$ cat src/rtl/fwd_ctrl.sv
// fwd_ctrl: forwarding and load-use hazard controller for the 5-stage pipeline.
//
// Shadows the destination-register info of the EX, MEM and WB stages and drives
// the EX operand mux selects (00 = register file, 01 = WB result, 10 = MEM result).
// It also raises a one-cycle stall request when a load in EX feeds the instruction in ID.
//
// Ports:
//   clk, rst_n           pipeline clock (rising edge), async active-low reset
//   hold                 global freeze; no stage register updates
//   flush                instruction entering EX becomes a bubble
//   id_*                 source/destination info of the instruction in ID
//   fwd_a, fwd_b         EX operand A/B mux selects
//   stall                load-use stall request to PC / IF-ID
//   stall_cnt, fwd_cnt   event counters, present only with FWD_STATS_EN defined
//
// Optional feature macro: FWD_STATS_EN (adds stall_cnt / fwd_cnt outputs).

module fwd_ctrl #(
  parameter int unsigned RW        = 5,
  parameter int unsigned NREG_ZERO = 0
) (
  input  logic          clk,
  input  logic          rst_n,
  input  logic          hold,
  input  logic          flush,
  input  logic [RW-1:0] id_rs,
  input  logic [RW-1:0] id_rt,
  input  logic          id_use_rs,
  input  logic          id_use_rt,
  input  logic [RW-1:0] id_rd,
  input  logic          id_regwrite,
  input  logic          id_memread,
  output logic [1:0]    fwd_a,
  output logic [1:0]    fwd_b,
  output logic          stall
`ifdef FWD_STATS_EN
  ,
  output logic [31:0]   stall_cnt,
  output logic [31:0]   fwd_cnt
`endif
);

  localparam logic [RW-1:0] ZeroReg = RW'(NREG_ZERO);
  localparam logic [1:0]    SelRf   = 2'b00;
  localparam logic [1:0]    SelWb   = 2'b01;
  localparam logic [1:0]    SelMem  = 2'b10;

  // EX stage shadow
  logic [RW-1:0] ex_rs_q, ex_rt_q, ex_rd_q;
  logic          ex_use_rs_q, ex_use_rt_q, ex_regwrite_q, ex_memread_q;
  // MEM stage shadow
  logic [RW-1:0] mem_rd_q;
  logic          mem_regwrite_q, mem_memread_q;
  // WB stage shadow
  logic [RW-1:0] wb_rd_q;
  logic          wb_regwrite_q;

  logic          bubble;

  // A load sitting in MEM has no data yet, so it is skipped and WB is checked instead.
  function automatic logic [1:0] sel_for(input logic          use_src,
                                         input logic [RW-1:0] src,
                                         input logic          mem_rw,
                                         input logic          mem_ld,
                                         input logic [RW-1:0] mem_rd,
                                         input logic          wb_rw,
                                         input logic [RW-1:0] wb_rd);
    logic [1:0] sel;
    sel = SelRf;
    if (use_src) begin
      if (mem_rw && !mem_ld && (mem_rd != ZeroReg) && (mem_rd == src)) begin
        sel = SelMem;
      end else if (wb_rw && (wb_rd != ZeroReg) && (wb_rd == src)) begin
        sel = SelWb;
      end
    end
    return sel;
  endfunction

  always_comb begin
    fwd_a = sel_for(ex_use_rs_q, ex_rs_q, mem_regwrite_q, mem_memread_q, mem_rd_q,
                    wb_regwrite_q, wb_rd_q);
    fwd_b = sel_for(ex_use_rt_q, ex_rt_q, mem_regwrite_q, mem_memread_q, mem_rd_q,
                    wb_regwrite_q, wb_rd_q);
  end

  always_comb begin
    logic load_in_ex;
    logic id_hit;
    load_in_ex = ex_memread_q & ex_regwrite_q & (ex_rd_q != ZeroReg);
    id_hit     = (id_use_rs & (id_rs == ex_rd_q)) | (id_use_rt & (id_rt == ex_rd_q));
    // A flushed ID instruction is discarded, so it can never need a stall.
    stall      = load_in_ex & id_hit & ~flush;
  end

  assign bubble = stall | flush;

  always_ff @(posedge clk or negedge rst_n) begin
    if (!rst_n) begin
      ex_rs_q        <= '0;
      ex_rt_q        <= '0;
      ex_rd_q        <= '0;
      ex_use_rs_q    <= 1'b0;
      ex_use_rt_q    <= 1'b0;
      ex_regwrite_q  <= 1'b0;
      ex_memread_q   <= 1'b0;
      mem_rd_q       <= '0;
      mem_regwrite_q <= 1'b0;
      mem_memread_q  <= 1'b0;
      wb_rd_q        <= '0;
      wb_regwrite_q  <= 1'b0;
    end else if (!hold) begin
      wb_rd_q        <= mem_rd_q;
      wb_regwrite_q  <= mem_regwrite_q;
      mem_rd_q       <= ex_rd_q;
      mem_regwrite_q <= ex_regwrite_q;
      mem_memread_q  <= ex_memread_q;
      if (bubble) begin
        ex_rs_q       <= '0;
        ex_rt_q       <= '0;
        ex_rd_q       <= '0;
        ex_use_rs_q   <= 1'b0;
        ex_use_rt_q   <= 1'b0;
        ex_regwrite_q <= 1'b0;
        ex_memread_q  <= 1'b0;
      end else begin
        ex_rs_q       <= id_rs;
        ex_rt_q       <= id_rt;
        ex_rd_q       <= id_rd;
        ex_use_rs_q   <= id_use_rs;
        ex_use_rt_q   <= id_use_rt;
        ex_regwrite_q <= id_regwrite;
        ex_memread_q  <= id_memread;
      end
    end
  end

`ifdef FWD_STATS_EN
  logic [1:0] fwd_inc;

  always_comb begin
    fwd_inc = {1'b0, (fwd_a != SelRf)} + {1'b0, (fwd_b != SelRf)};
  end

  // Both counters wrap naturally at 2^32.
  always_ff @(posedge clk or negedge rst_n) begin
    if (!rst_n) begin
      stall_cnt <= '0;
      fwd_cnt   <= '0;
    end else if (!hold) begin
      stall_cnt <= stall_cnt + {31'd0, stall};
      fwd_cnt   <= fwd_cnt + {30'd0, fwd_inc};
    end
  end
`endif

endmodule

$ cat config.mk
export PLATFORM = sky130hd
export DESIGN_NAME = fwd_ctrl
export DESIGN_NICKNAME = d
export VERILOG_FILES = /design/src/rtl/fwd_ctrl.sv
export SDC_FILE = /design/constraint.sdc
export NUM_CORES = 1
export LEC_CHECK = 0
export CAP_MARGIN = 10
export CORE_UTILIZATION = 50
export DETAILED_ROUTE_END_ITERATION = 10
export PLACE_DENSITY = 0.83
export SYNTH_ARGS = -nofsm -noshare
export SYNTH_HDL_FRONTEND = slang
export SYNTH_SLANG_ARGS = --single-unit
$ cat constraint.sdc
create_clock -name clk -period 2.55 [get_ports clk]
set_input_delay 0.6375 -clock clk [delete_from_list [all_inputs] [get_ports clk]]
set_output_delay 0.6375 -clock clk [all_outputs]
set_load 0.02 [all_outputs]
==> images/pdn.png <==
Pins as bars on the die edge. Tap cells in grey.
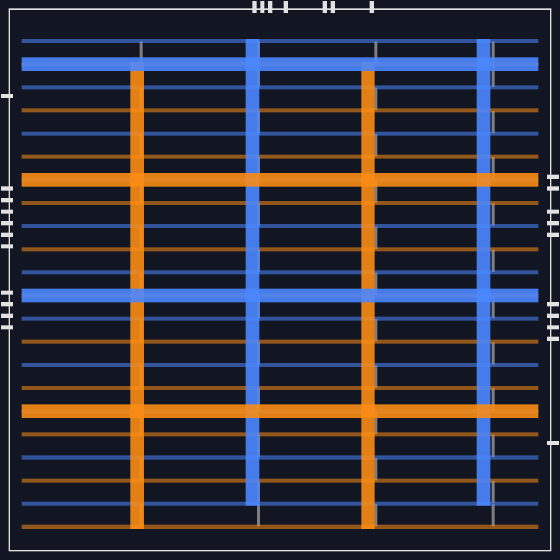
Orange is VSS. Blue is VDD.
4 straps on met5. 4 straps on met4.

==> images/cell_classes.png <==
The bar under the picture is 20 µm long. Fill, decap, tap and diode cells in grey.
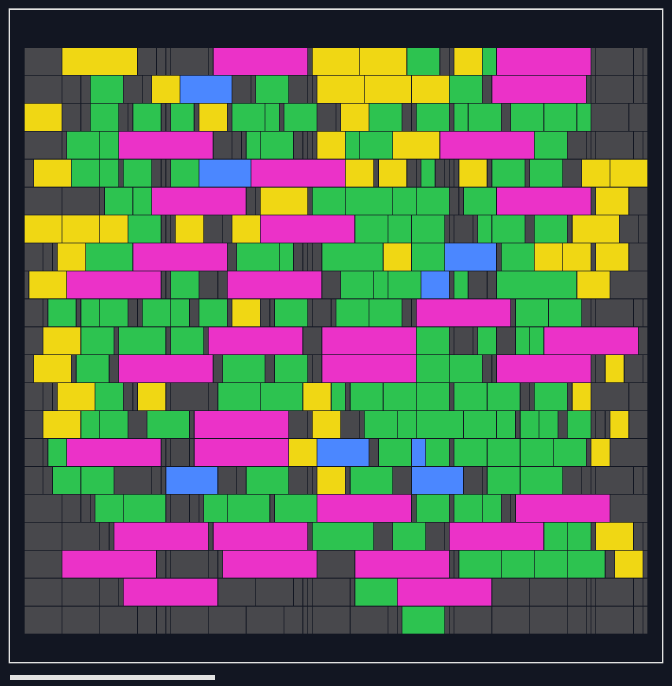
Blue is clock drivers and dummy loads, cells 8. Yellow is other buffers and delay cells, cells 50. Green is all other logic, cells 133. Magenta is flip-flops, cells 32.

==> images/final_placement.png <==
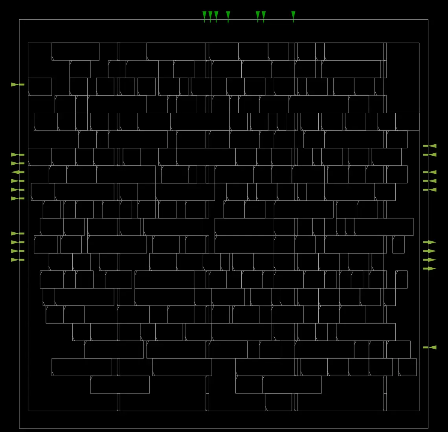
row count: 21
num tapcells: 46
Seq area share: 0.322

==> flow_summary.toml <==
# flow metrics
[run_status]
status = "completed"

[drt]
dr.first_iter.drc_count = 142
wl_per_cell_um = 17.5

[pwr]
p_sw_frac = 0.320
clkPwrFrac = 0.266
p_comb_frac = 0.283
ir_drop_v = 0.000353
p_seq_frac = 0.451

[setup_path]
r2r_start = "ex_rd_q[3]$_DFFE_PN0N_"
critPathLaunch = "mem_rd_q[1]$_DFFE_PN0N_"
critPathLaunchType = "register"
arrival_ps = 1860
reg2reg_to = "ex_rs_q[0]$_DFFE_PN0N_"
endpoint_kind = "output port"
rr_worst_depth = 5

[layout]
largestClassByArea = "multi-input combinational cells"
drive_gt1_frac = 0.345
seq_area_um2 = 801
nClkBuffers = 7
final_nets = 245
comb_cells = 133
combGateArea_um2 = 1080
fill_cells = 258
nonClkBufAreaFrac = 0.180

[synth]
edf_count = 0
yosys.area_share.simple = 0.153
postSynthCellCount = 177
synth.comb.largest_family = "AND-OR/OR-AND gates"
yosysChipArea_um2 = 1890
ys_seq_frac = 0.424
async_flop_share = 1.00
synth_nets = 200
muxShareOfSynthArea = 0.0774
ys_ff = 32
synthTopCellsByCount = "32 x dfrtp_1, 18 x xnor2_1, 14 x nand2_1, 13 x mux2_2"
ys_warn_count = 0
syn_area_um2 = 1890
synth_top_cell_by_count = "dfrtp_1"

[clocking]
insertion_delay_ps = 290

[global_route]
gr-usage-all-layers = 0.259
grt_start_max_net_pins = 36
grt_pass1_vias = 1583
grt_pass1_wl_um = 7840
grt-ovfl-total = 0

[place]
portBuffers = 27
dp.final_hpwl_um = 3330

[timing]
min_period_ps = 2500
tns_ps = 0
worstMarginPinSlew_ps = 412
max-slew-margin-rel = 0.725
fmax_ghz = 0.400
finalClockPeriodUsage = 0.981

[floorplan]
core_area_um2 = 3470
die_h_um = 63.5
fp_util = 0.545

[worst_hold_path]
holdCritStartpoint = "mem_memread_q$_DFFE_PN0N_"
## cell usage in the layout, fill, tap and decap left out, types with 3 or more instances in the layout
cell type	instances
nand2_1	14
buf_2	4
clkdlybuf4s50_1	12
buf_4	23
dlygate4sd2_1	3
or3b_2	7
mux2_2	13
dlymetal6s2s_1	7
nor3b_1	7
a32oi_1	12
nand3_1	4
o21ai_2	12
dfrtp_1	32
xor2_1	12
a22oi_1	7
o21ai_1	8
xnor2_1	17
clkbuf_8	6
## per-stage QoR
| stage | worst slack [ps] | area, µm² | instances |
|---|---|---|---|
| after floorplan | 98.3 | 1890 | 177 |
| after detailed placement | -536 | 2340 | 261 |
| after global placement | -553 | 2340 | 261 |
| final | 49.4 | 2480 | 269 |
| after CTS | -15.9 | 2440 | 269 |
| after global routing | -0.976 | 2480 | 269 |
## cells by family (layout without fill, tap and decap cells)
kind of cell              Yosys count  after routing
muxes                              13             13
DFF                                32             32
AOI/OAI and AO/OA                  42             42
and+or+nand+nor                    48             48
buffers and inverters              12             58
xor gates and xnor gates           30             30
## routing by layer
layer / GRT usage / vias up / part of all wire
li1: - / 747 / -
met1: 0.318 / 780 / 0.42
met2: 0.416 / 59 / 0.51
met3: 0.0670 / 10 / 0.049
met4: 0.131 / 0 / 0.029
met5: 0 / - / 0
## flip-flops by register name, summed over array words and instances, names as in the netlist
register / cells
ex_regwrite_q: 1
mem_regwrite_q: 1
ex_use_rt_q: 1
wb_regwrite_q: 1
ex_memread_q: 1
mem_rd_q: 5
mem_memread_q: 1
ex_rt_q: 5
ex_rd_q: 5
wb_rd_q: 5
ex_rs_q: 5
ex_use_rs_q: 1
## critical path, cell delays in order (launching register included)
cell     delay [ps]
dfrtp_1         380
or4_4           540
o21ai_4         220
nor4_2           80
nor3_1          160
buf_2           200
